==> run_1/met1.png <==
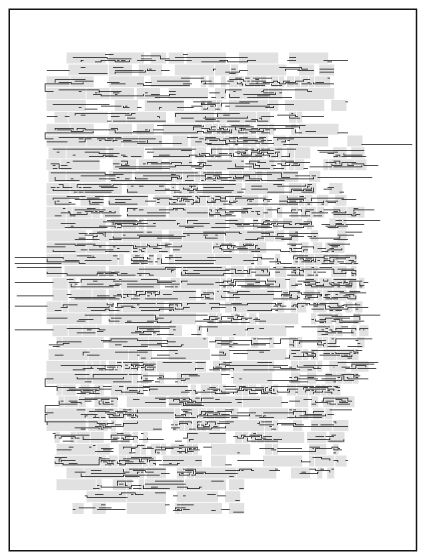
==> run_1/met2.png <==
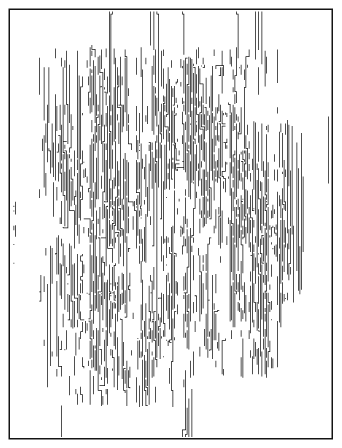
==> run_1/met4.png <==
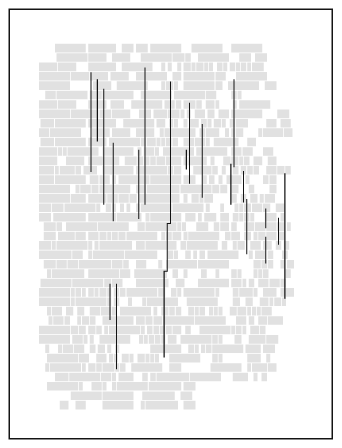
[config.mk]
export PLATFORM = sky130hd
export DESIGN_NAME = keypad_scanner_mx
export DESIGN_NICKNAME = d
export VERILOG_FILES = /design/src/rtl/keypad_scanner_mx.sv
export SDC_FILE = /design/constraint.sdc
export NUM_CORES = 1
export LEC_CHECK = 0
export CORE_ASPECT_RATIO = 1.4
export CORE_MARGIN = 8
export CORE_UTILIZATION = 66
export CTS_CLUSTER_DIAMETER = 80
export CTS_CLUSTER_SIZE = 30
export DETAILED_ROUTE_END_ITERATION = 8
export GPL_ROUTABILITY_DRIVEN = 1
export HOLD_SLACK_MARGIN = 0.03
export PLACE_DENSITY = 0.86
export SLEW_MARGIN = 20
export SYNTH_ARGS = -nofsm -noshare
export SYNTH_HDL_FRONTEND = slang
export SYNTH_SLANG_ARGS = --single-unit
[constraint.sdc]
create_clock -name clk -period 13.36 [get_ports clk]
set_clock_uncertainty 0.15 [all_clocks]
set_input_delay 2.004 -clock clk [delete_from_list [all_inputs] [get_ports clk]]
set_output_delay 2.004 -clock clk [all_outputs]
set_load 0.005 [all_outputs]
[src/rtl/keypad_scanner_mx.sv]
// -----------------------------------------------------------------------------
// keypad_scanner_mx
//
// Matrix-keypad scanner. Walks an active-low strobe across the rows, samples
// the synchronised active-low columns once per row, and classifies each scan
// frame as NONE, SINGLE(code) or MULTI. A frame result is only acted on after
// DEBOUNCE_FRAMES identical frames in a row. Committed changes become
// press/release events in a small valid/ready FIFO.
//
// Ports
//   clk         system clock
//   rst         asynchronous active-low reset
//   row         row drive, active-low, one row low at a time while scanning
//   column      column sense, active-low (pulled up), asynchronous to clk
//   ev_valid    FIFO head holds an event
//   ev_ready    consumer takes the head event when ev_valid & ev_ready
//   ev_code     head event key code = r*NUM_COLS + c
//   ev_release  head event is a release (0 = press)
//   key_down    a debounced single key is currently held
//   key_held    code of the held key (keeps its last value when released)
//   ghost       one-cycle pulse when a multi-key frame result is committed
//   overflow    one-cycle pulse when an event is dropped on a full FIFO
// -----------------------------------------------------------------------------
module keypad_scanner_mx #(
    parameter int NUM_ROWS        = 4,
    parameter int NUM_COLS        = 4,
    parameter int FRAME_CYCLES    = 500000,
    parameter int SETTLE_CYCLES   = 1000,
    parameter int DEBOUNCE_FRAMES = 3,
    parameter int FIFO_DEPTH      = 4,
    parameter int REPORT_RELEASE  = 1,
    localparam int CODE_W         = $clog2(NUM_ROWS * NUM_COLS)
) (
    input  logic                clk,
    input  logic                rst,
    output logic [NUM_ROWS-1:0] row,
    input  logic [NUM_COLS-1:0] column,
    output logic                ev_valid,
    input  logic                ev_ready,
    output logic [CODE_W-1:0]   ev_code,
    output logic                ev_release,
    output logic                key_down,
    output logic [CODE_W-1:0]   key_held,
    output logic                ghost,
    output logic                overflow
);

    localparam int NK      = NUM_ROWS * NUM_COLS;
    localparam int CNT_MAX = (FRAME_CYCLES > SETTLE_CYCLES) ? FRAME_CYCLES : SETTLE_CYCLES;
    localparam int CNT_W   = $clog2(CNT_MAX + 1);
    localparam int RIDX_W  = (NUM_ROWS > 1) ? $clog2(NUM_ROWS) : 1;
    localparam int DEB_W   = $clog2(DEBOUNCE_FRAMES + 1);
    localparam int PTR_W   = $clog2(FIFO_DEPTH);
    localparam int FILL_W  = $clog2(FIFO_DEPTH + 1);

    typedef enum logic [1:0] {
        ST_IDLE = 2'd0,
        ST_SCAN = 2'd1,
        ST_EVAL = 2'd2
    } state_t;

    typedef enum logic [1:0] {
        K_NONE   = 2'd0,
        K_SINGLE = 2'd1,
        K_MULTI  = 2'd2
    } kind_t;

    // Classify a frame by how many contacts it saw.
    function automatic kind_t frame_kind(input logic [NK-1:0] a);
        kind_t k;
        k = K_NONE;
        for (int i = 0; i < NK; i++) begin
            if (a[i]) begin
                k = (k == K_NONE) ? K_SINGLE : K_MULTI;
            end else begin
                k = k;
            end
        end
        return k;
    endfunction

    // Index of the active bit; only meaningful when exactly one bit is set.
    function automatic logic [CODE_W-1:0] frame_code(input logic [NK-1:0] a);
        logic [CODE_W-1:0] c;
        c = {CODE_W{1'b0}};
        for (int i = 0; i < NK; i++) begin
            if (a[i]) begin
                c = CODE_W'(i);
            end else begin
                c = c;
            end
        end
        return c;
    endfunction

    // Registers and their next-state values
    logic [NUM_COLS-1:0] col_s1_q, col_s2_q;
    state_t              state_q, state_d;
    logic [CNT_W-1:0]    cnt_q, cnt_d;
    logic [RIDX_W-1:0]   ridx_q, ridx_d;
    logic [NUM_ROWS-1:0] row_q, row_d;
    logic [NK-1:0]       acc_q, acc_d;
    kind_t               cand_kind_q, cand_kind_d;
    logic [CODE_W-1:0]   cand_code_q, cand_code_d;
    logic [DEB_W-1:0]    deb_cnt_q, deb_cnt_d;
    kind_t               com_kind_q, com_kind_d;
    logic [CODE_W-1:0]   com_code_q, com_code_d;
    logic                key_down_q, key_down_d;
    logic [CODE_W-1:0]   key_held_q, key_held_d;
    logic                ghost_q, ghost_d;
    logic                overflow_q, overflow_d;
    logic [CODE_W-1:0]   fifo_code_q [FIFO_DEPTH];
    logic [CODE_W-1:0]   fifo_code_d [FIFO_DEPTH];
    logic                fifo_rel_q  [FIFO_DEPTH];
    logic                fifo_rel_d  [FIFO_DEPTH];
    logic [PTR_W-1:0]    wr_ptr_q, wr_ptr_d;
    logic [PTR_W-1:0]    rd_ptr_q, rd_ptr_d;
    logic [FILL_W-1:0]   fill_q, fill_d;

    // Combinational helpers
    kind_t               res_kind_s;
    logic [CODE_W-1:0]   res_code_s;
    logic                push_s;
    logic [CODE_W-1:0]   push_code_s;
    logic                push_rel_s;
    logic                pop_s;
    logic                full_s;
    logic                push_ok_s;

    // Frame sequencer: idle gap, per-row settle/sample, one evaluation cycle.
    always_comb begin
        state_d = state_q;
        cnt_d   = cnt_q;
        ridx_d  = ridx_q;
        acc_d   = acc_q;
        case (state_q)
            ST_IDLE: begin
                if (cnt_q == CNT_W'(FRAME_CYCLES - 1)) begin
                    state_d = ST_SCAN;
                    cnt_d   = {CNT_W{1'b0}};
                    ridx_d  = {RIDX_W{1'b0}};
                end else begin
                    cnt_d = cnt_q + CNT_W'(1);
                end
            end
            ST_SCAN: begin
                if (cnt_q == CNT_W'(SETTLE_CYCLES - 1)) begin
                    // Last settle cycle: the synchronised column now reflects this row.
                    for (int r = 0; r < NUM_ROWS; r++) begin
                        acc_d[r*NUM_COLS +: NUM_COLS] = (ridx_q == RIDX_W'(r)) ?
                            ~col_s2_q : acc_q[r*NUM_COLS +: NUM_COLS];
                    end
                    cnt_d = {CNT_W{1'b0}};
                    if (ridx_q == RIDX_W'(NUM_ROWS - 1)) begin
                        state_d = ST_EVAL;
                    end else begin
                        ridx_d = ridx_q + RIDX_W'(1);
                    end
                end else begin
                    cnt_d = cnt_q + CNT_W'(1);
                end
            end
            ST_EVAL: begin
                state_d = ST_IDLE;
                cnt_d   = {CNT_W{1'b0}};
            end
            default: begin
                state_d = ST_IDLE;
                cnt_d   = {CNT_W{1'b0}};
                ridx_d  = {RIDX_W{1'b0}};
            end
        endcase
    end

    // Row drive is computed from the next state so the registered row tracks state_q.
    always_comb begin
        row_d = {NUM_ROWS{1'b1}};
        for (int r = 0; r < NUM_ROWS; r++) begin
            row_d[r] = !((state_d == ST_SCAN) && (ridx_d == RIDX_W'(r)));
        end
    end

    // Frame classification, debounce and commit actions (active only in EVAL).
    always_comb begin
        res_kind_s  = frame_kind(acc_q);
        // Code is forced to zero for NONE/MULTI so that plain equality compares results.
        res_code_s  = (res_kind_s == K_SINGLE) ? frame_code(acc_q) : {CODE_W{1'b0}};
        cand_kind_d = cand_kind_q;
        cand_code_d = cand_code_q;
        deb_cnt_d   = deb_cnt_q;
        com_kind_d  = com_kind_q;
        com_code_d  = com_code_q;
        key_down_d  = key_down_q;
        key_held_d  = key_held_q;
        ghost_d     = 1'b0;
        push_s      = 1'b0;
        push_code_s = {CODE_W{1'b0}};
        push_rel_s  = 1'b0;
        if (state_q == ST_EVAL) begin
            if ((res_kind_s == cand_kind_q) && (res_code_s == cand_code_q)) begin
                if (deb_cnt_q < DEB_W'(DEBOUNCE_FRAMES)) begin
                    deb_cnt_d = deb_cnt_q + DEB_W'(1);
                end else begin
                    deb_cnt_d = deb_cnt_q;
                end
            end else begin
                cand_kind_d = res_kind_s;
                cand_code_d = res_code_s;
                deb_cnt_d   = DEB_W'(1);
            end
            if ((deb_cnt_d == DEB_W'(DEBOUNCE_FRAMES)) &&
                ((cand_kind_d != com_kind_q) || (cand_code_d != com_code_q))) begin
                com_kind_d = cand_kind_d;
                com_code_d = cand_code_d;
                case (cand_kind_d)
                    K_SINGLE: begin
                        push_s      = 1'b1;
                        push_code_s = cand_code_d;
                        push_rel_s  = 1'b0;
                        key_down_d  = 1'b1;
                        key_held_d  = cand_code_d;
                    end
                    K_NONE: begin
                        key_down_d = 1'b0;
                        // Leaving MULTI has no single key to report a release for.
                        if ((com_kind_q == K_SINGLE) && (REPORT_RELEASE != 0)) begin
                            push_s      = 1'b1;
                            push_code_s = com_code_q;
                            push_rel_s  = 1'b1;
                        end else begin
                            push_s = 1'b0;
                        end
                    end
                    K_MULTI: begin
                        ghost_d = 1'b1;
                    end
                    default: begin
                        ghost_d = 1'b0;
                    end
                endcase
            end else begin
                com_kind_d = com_kind_q;
            end
        end else begin
            deb_cnt_d = deb_cnt_q;
        end
    end

    // Event FIFO: a push on a full FIFO survives only if the head pops in the same cycle.
    always_comb begin
        pop_s       = (fill_q != {FILL_W{1'b0}}) && ev_ready;
        full_s      = (fill_q == FILL_W'(FIFO_DEPTH));
        push_ok_s   = push_s && (!full_s || pop_s);
        overflow_d  = push_s && full_s && !pop_s;
        fifo_code_d = fifo_code_q;
        fifo_rel_d  = fifo_rel_q;
        wr_ptr_d    = wr_ptr_q;
        rd_ptr_d    = rd_ptr_q;
        if (push_ok_s) begin
            fifo_code_d[wr_ptr_q] = push_code_s;
            fifo_rel_d[wr_ptr_q]  = push_rel_s;
            wr_ptr_d              = wr_ptr_q + PTR_W'(1);
        end else begin
            wr_ptr_d = wr_ptr_q;
        end
        if (pop_s) begin
            rd_ptr_d = rd_ptr_q + PTR_W'(1);
        end else begin
            rd_ptr_d = rd_ptr_q;
        end
        case ({push_ok_s, pop_s})
            2'b10:   fill_d = fill_q + FILL_W'(1);
            2'b01:   fill_d = fill_q - FILL_W'(1);
            default: fill_d = fill_q;
        endcase
    end

    // State registers, including the two-flop column synchroniser.
    always_ff @(posedge clk or negedge rst) begin
        if (!rst) begin
            col_s1_q    <= {NUM_COLS{1'b1}};
            col_s2_q    <= {NUM_COLS{1'b1}};
            state_q     <= ST_IDLE;
            cnt_q       <= {CNT_W{1'b0}};
            ridx_q      <= {RIDX_W{1'b0}};
            row_q       <= {NUM_ROWS{1'b1}};
            acc_q       <= {NK{1'b0}};
            cand_kind_q <= K_NONE;
            cand_code_q <= {CODE_W{1'b0}};
            deb_cnt_q   <= {DEB_W{1'b0}};
            com_kind_q  <= K_NONE;
            com_code_q  <= {CODE_W{1'b0}};
            key_down_q  <= 1'b0;
            key_held_q  <= {CODE_W{1'b0}};
            ghost_q     <= 1'b0;
            overflow_q  <= 1'b0;
            for (int i = 0; i < FIFO_DEPTH; i++) begin
                fifo_code_q[i] <= {CODE_W{1'b0}};
                fifo_rel_q[i]  <= 1'b0;
            end
            wr_ptr_q    <= {PTR_W{1'b0}};
            rd_ptr_q    <= {PTR_W{1'b0}};
            fill_q      <= {FILL_W{1'b0}};
        end else begin
            col_s1_q    <= column;
            col_s2_q    <= col_s1_q;
            state_q     <= state_d;
            cnt_q       <= cnt_d;
            ridx_q      <= ridx_d;
            row_q       <= row_d;
            acc_q       <= acc_d;
            cand_kind_q <= cand_kind_d;
            cand_code_q <= cand_code_d;
            deb_cnt_q   <= deb_cnt_d;
            com_kind_q  <= com_kind_d;
            com_code_q  <= com_code_d;
            key_down_q  <= key_down_d;
            key_held_q  <= key_held_d;
            ghost_q     <= ghost_d;
            overflow_q  <= overflow_d;
            fifo_code_q <= fifo_code_d;
            fifo_rel_q  <= fifo_rel_d;
            wr_ptr_q    <= wr_ptr_d;
            rd_ptr_q    <= rd_ptr_d;
            fill_q      <= fill_d;
        end
    end

    assign row        = row_q;
    assign ev_valid   = (fill_q != {FILL_W{1'b0}});
    assign ev_code    = fifo_code_q[rd_ptr_q];
    assign ev_release = fifo_rel_q[rd_ptr_q];
    assign key_down   = key_down_q;
    assign key_held   = key_held_q;
    assign ghost      = ghost_q;
    assign overflow   = overflow_q;

endmodule

==> results.cfg, run 1 <==
; synthesis and place-and-route metrics
[synthesis]
area_leaders = dfrtp_1, dfstp_2, mux2_4, nand2_1, nor2_1
avgSynthCellArea_sq_um = 9.85
synth-edff-count = 0
yosys_area_sq_um = 5490

[critical_path]
crit_fanout = 10
crit_chain = inv_1 > ha_1 > or4b_4 > o211ai_2 > o21ai_1 > a211o_1 > nor4_1 > o32ai_2 > mux2i_1 > a211o_1 > a311o_1 > a221oi_2 > nand4b_2 > a221oi_4 > nor2_1 > fa_1 > inv_1 > nand2_1 > nor4_1 > a21oi_1 > o311ai_0
crit_type = reg2reg
critPathBufInv = 2
worstSetupEndpoint = fill_q[2]$_DFFE_PN0P_

[final_layout]
post-route-util_pct = 74.5
comb_cells = 410
stdcell_area_sq_um = 6030
nNetsFinal = 583
seq_share_pct = 41.3
inverters = 22

[placement]
dpl-instance-area_sq_um = 5750
port_buffers = 23

[final_timing]
tightest_slew_ps = 979
setup_ws_ps = 7470

[pwr]
power_frac_seq_pct = 52.5
cellInternalPower_mw = 0.466

[grt]
grt_pass1_vias = 4352
grt_max_degree = 87
grt-ovfl-total = 0
global_route.usage.met3_pct = 3.62

[detailed_routing]
wl_per_cell_um = 18.6
drt_first_pass_iters = 8
antenna_left = 0

[min_path]
hold_end = col_s2_q[1]$_DFF_PN1_

[clock_tree]
postCtsResizedCells = 0
clk_root_buffer_cell = clkbuf_16
holdBufCountCts = 0
cts-htree-levels = 3

[floorplanning]
die_h_um = 124
chipArea_sq_um = 11500

[outcome]
status = finished clean
-- met1.png (at the start) --
The layer carries 4,920 um of wire. The layer holds 39% of the routed length. The longest straight run is 28.1 um.

-- met2.png (at the start) --
The layer holds 54% of the routed length. The longest straight run is 56.8 um. The layer carries 6,780 um of wire. 514 nets have wire on it.

-- met4.png (at the start) --
The longest straight run is 40.9 um. 20 nets have wire on it. The layer carries 445 um of wire. The wires run mostly vertical. The layer holds 3.6% of the routed length.

## run 1: logic make-up after synthesis
logic type      share of synthesized area [%]
simple gates                             19.7
compound gates                           15.5
flops                                    45.4
buf+inv                                  3.58
mux                                      9.05
xor+xnor                                 4.63
fa+ha+maj                                2.19
## run 1: power groups by stage
stage	combinational, mW	sequential, mW	clock [mW]
after global placement	0.0452	0.330	0
after floorplan	0.0396	0.320	0
after global routing	0.0582	0.327	0.254
after CTS	0.0539	0.326	0.243
final	0.0542	0.326	0.241
after detailed placement	0.0483	0.331	0
## run 1: per-layer routing
metal  vias up  share of wire (%)
met4         0                3.5
li1       1992                  -
met2       140                 54
met3        45                3.2
met5         -                  0
met1      2082                 39
==> run_1/final_congestion.png <==
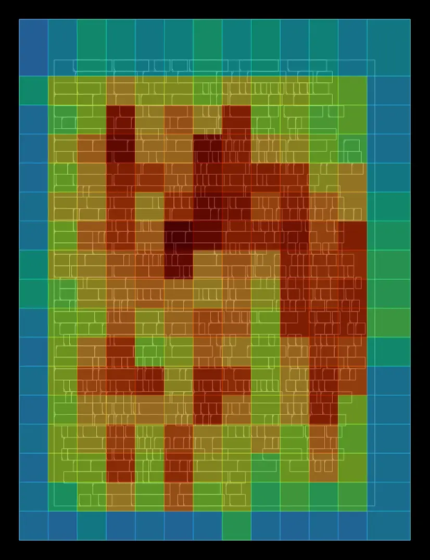

==> run 2, diff against run 1 <==
Settings changed: CORE_UTILIZATION 66 to 61, PLACE_DENSITY 0.86 to 0.8.
Clock period 13.36 ns to 5.8 ns, I/O delays scaled along.
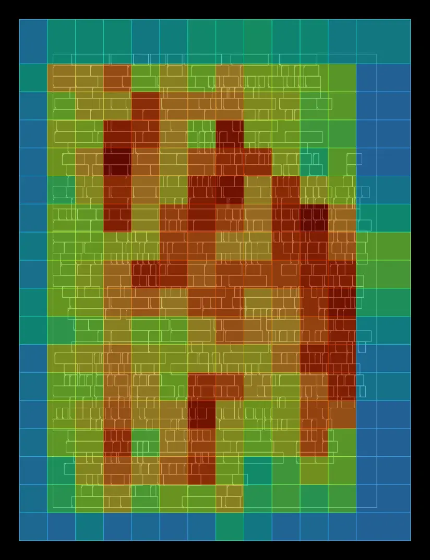
(run_2/final_congestion.png)
final core occ: 68.8%
Most Used Layer, Global Route: met2
drt wl/cell: 17.1 um

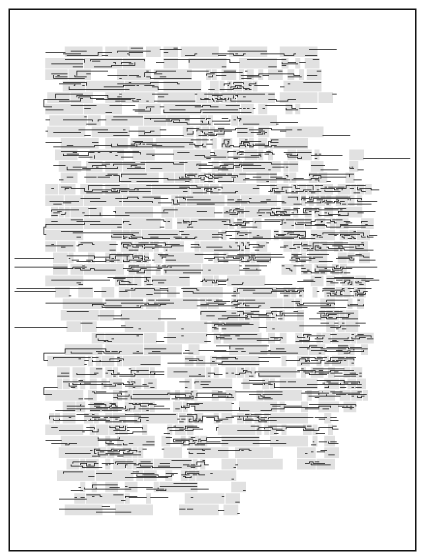
(run_2/met1.png)
The layer carries 4,830 um of wire. 551 nets have wire on it. The layer holds 41% of the routed length.
Routed WL: 11.7 mm
vias: 4,229
GRT met1 Usage: 24.6%

==> run 2 against run 1 <==
  * Via count decreased by 0.70%
  * Total power increased by 130%
  * Flip-flop count unchanged
  * Critical path type unchanged
  * First-iteration DRC count decreased by 24%
  * Non-clock buffer count increased by 2
  * Critical path depth unchanged
  * Setup slack got worse by 7200 ps
  * Largest power group unchanged
  * Sequential power increased by 130%
  * Die area increased by 6.9%
  * Synthesized cell count unchanged
==> results.cfg, run 2 <==
; synthesis and place-and-route metrics
[outcome]
status = finished clean

[synthesis]
synthTopLogicFamily = simple AND/OR/NAND/NOR gates
simple_gate_share_pct = 19.7
area_leaders = dfrtp_1, dfstp_2, mux2_4, nand2_1, nor2_1
synth-xor-area-share_pct = 4.63
avgSynthCellArea_sq_um = 9.85
fa_ha_area_share_pct = 2.19
yosys_area_sq_um = 5490
synth-edff-count = 0
synth.distinct_cells = 76
yosys.area_share.aoi_pct = 15.5

[grt]
antenna_found_initial = 0
grt_usage_pct = 20.6
grt_max_degree = 63
grt-ovfl-total = 0
grt_pass1_vias = 4228

[pwr]
powerComb_mw = 0.111
ir_drop_v = 0.000274
pwr.group.clock_mw = 0.600
power_frac_clock_pct = 41.1
power_frac_seq_pct = 51.4
cellInternalPower_mw = 1.11
seq_cell_power_mw = 0.750
power_top_consumer = registers

[clock_tree]
clk_root_buffer_cell = clkbuf_16
holdBufCountCts = 0
cts-htree-levels = 3

[final_timing]
setup_ws_ps = 294
setup_viol = 0
min_period_ps = 5510
tightest_slew_ps = 1050

[floorplanning]
row_count = 41
die_h_um = 128
chipArea_sq_um = 12300

[critical_path]
critPathLaunch = acc_q[0]$_DFFE_PN0P_
crit_fanout = 8
crit_type = reg2reg
crit_chain = inv_1 > ha_1 > or4b_4 > o211ai_2 > o221a_2 > o21bai_2 > or3_1 > and3_1 > a21oi_1 > a211o_1 > and2_1 > mux2i_1 > o21ai_0 > a221oi_4 > nor2_1 > fa_1 > inv_1 > nand2_1 > nor4_1 > a21oi_1 > o311ai_0
critPathBufInv = 2

[placement]
port_buffers = 23
dpl-instance-area_sq_um = 5750

[detailed_routing]
antenna_left = 0
drt_first_pass_iters = 7

[final_layout]
n_antenna_cell = 0
reg_top3 = cnt_q: 19 flops, acc_q: 16 flops, fifo_code_q: 16 flops
nNetsFinal = 585
stdcell_area_sq_um = 6110
instances_no_fill = 681

[min_path]
hold_end = col_s2_q[0]$_DFF_PN1_
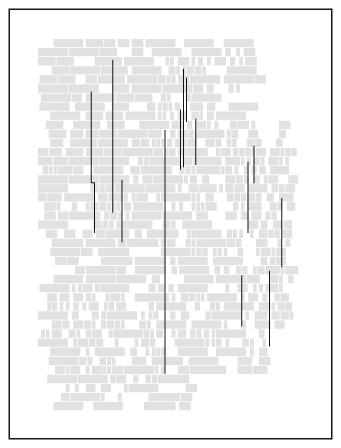
(run_2/met4.png)
The longest straight run is 72.8 um. The wires run mostly vertical. The layer carries 343 um of wire. The layer holds 2.9% of the routed length. 12 nets have wire on it.

==> run 2: final cells by class <==
| type | count | area (sq um) |
|---|---|---|
| clock buffer | 10 | 229 |
| clock inverter | 6 | 73.8 |
| fill | 688 | 2770 |
| inverter | 22 | 82.6 |
| multi-input combinational | 410 | 2840 |
| sequential | 99 | 2490 |
| tap | 107 | 134 |
| timing repair buffer | 27 | 258 |
==> run 2: routing by layer <==
| layer | vias up | part of all wire [%] | track usage [%] |
|---|---|---|---|
| met2 | 124 | 52 | 34.1 |
| met4 | 0 | 2.9 | 9.90 |
| met1 | 2065 | 41 | 24.6 |
| met5 | - | 0 | 0 |
| met3 | 34 | 3.8 | 4.40 |
| li1 | 2006 | - | - |
==> run 2: repair_timing <==
item	CTS	global route
resized	0	6
setup buffers	0	2
endpoints found under the setup margin	0	21
==> run_2/density.png <==
Bar = 20 um. 10 x 13 tiles, from dark blue (low) to red (high), 0 to 100% covered.
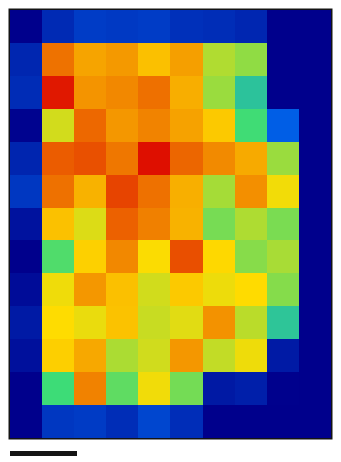

==> run 3, diff against run 2 <==
Settings changed: CORE_UTILIZATION 61 to 63, CTS_BUF_LIST from default to sky130_fd_sc_hd__clkbuf_4 sky130_fd_sc_hd__clkbuf_8, PLACE_DENSITY 0.8 to 0.82.
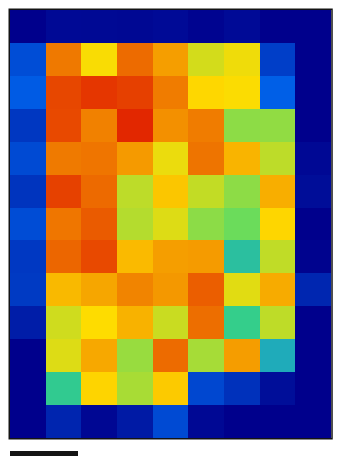
(run_3/density.png)
Bar = 20 um. 9 x 13 tiles, from dark blue (low) to red (high), 0 to 100% covered.
The mean over all tiles is 49%. 21% of the tiles are nearly empty. The densest ninth of the die: middle. 37% of the tiles are over 75% full.
final core occ: 70.5%
Initial Util: 64.5%

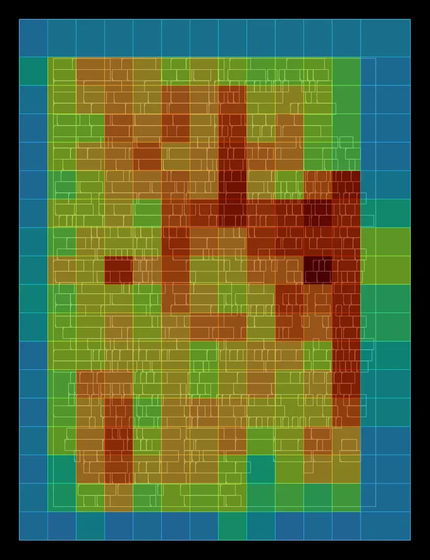
(run_3/final_congestion.png)
met3 Usage GRT: 3.25%
total track usage: 20.9%
drt wl/cell: 17.5 um
met2 Use GR: 35.2%

==> run 3 against run 2 <==
  * Die area shrank 2.7%
  * Sequential power is essentially flat
  * Routed wire length grew 1.6%
  * Combinational power is essentially flat
  * First-iteration DRC count grew 0.39%
  * Setup slack gained 54 ps
  * Sequential share of layout area grew 0.72 points
  * Highest routed layer unchanged
==> results.cfg, run 3 <==
; synthesis and place-and-route metrics
[floorplanning]
tap_cells = 105

[detailed_routing]
vias = 4161
antenna_left = 0
wl_mm = 11.9

[critical_path]
crit_fanout = 7
crit_chain = inv_1 > ha_1 > or4b_4 > o211ai_2 > or2_1 > and2_2 > a2bb2oi_1 > and3_1 > a21oi_1 > a211o_1 > a311o_1 > a221oi_2 > nand4b_2 > a221oi_4 > nor2_1 > fa_1 > inv_1 > nor3_1 > o311ai_0
crit_type = reg2reg
critPathLaunch = acc_q[1]$_DFFE_PN0P_
critPathBufInv = 2
worstSetupEndpoint = fill_q[2]$_DFFE_PN0P_

[final_layout]
comb_share_pct = 47.2
multiInputGateArea_sq_um = 2830
largest_class = combinational gates
buffer_area_share_pct = 4.30
comb_cells = 410
instances_no_fill = 679
design.seq.count = 99
reg_top3 = cnt_q: 19 flops, acc_q: 16 flops, fifo_code_q: 16 flops
regArea_sq_um = 2490
seq_share_pct = 41.5
nNetsFinal = 585

[grt]
grt_pass1_vias = 4180

[placement]
dpl-instance-area_sq_um = 5760
port_buffers = 23

[synthesis]
synth.area.mux_share_pct = 9.05
synth-xor-area-share_pct = 4.63
area_leaders = dfrtp_1, dfstp_2, mux2_4, nand2_1, nor2_1
fa_ha_area_share_pct = 2.19
avgSynthCellArea_sq_um = 9.85
synth-edff-count = 0

[pwr]
ir_drop_v = 0.000204

[final_timing]
min_period_ps = 5450

[outcome]
status = finished clean

[clock_tree]
clk_root_buffer_cell = clkbuf_8

[min_path]
hold_end = col_s2_q[0]$_DFF_PN1_
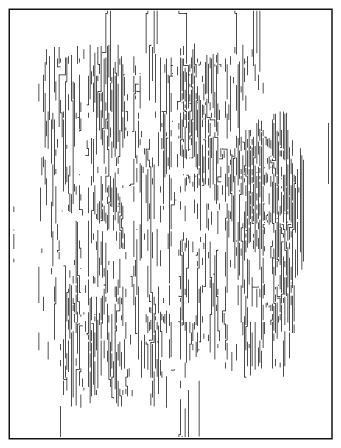
(run_3/met2.png)
The longest straight run is 38.4 um. The layer carries 6,120 um of wire.

## run 3: what timing repair did
| action | CTS | global route |
|---|---|---|
| endpoints found under the setup margin | 0 | 1 |
| resized | 0 | 8 |
| setup buffers | 0 | 0 |
| hold endpoints to repair | 0 | 0 |
## run 3: logic make-up (layout without fill, tap and decap cells)
family | after synthesis | in the layout
AND-OR/OR-AND | 122 | 122
adder cells (fa/ha/maj) | 9 | 9
XOR/XNOR | 29 | 29
multiplexers | 33 | 33
flip-flops | 99 | 99
buffers and inverters | 48 | 65
AND/OR/NAND/NOR | 217 | 217
## run 3: power by group
part	internal (mW)	total (mW)	switching [mW]	leakage [nW]
Combinational	0.0557	0.111	0.0557	1.36
Sequential	0.712	0.749	0.0374	1.31
Clock	0.218	0.458	0.240	0.104
Total	0.986	1.32	0.333	2.77
Power is estimated from default activity; no workload was simulated.
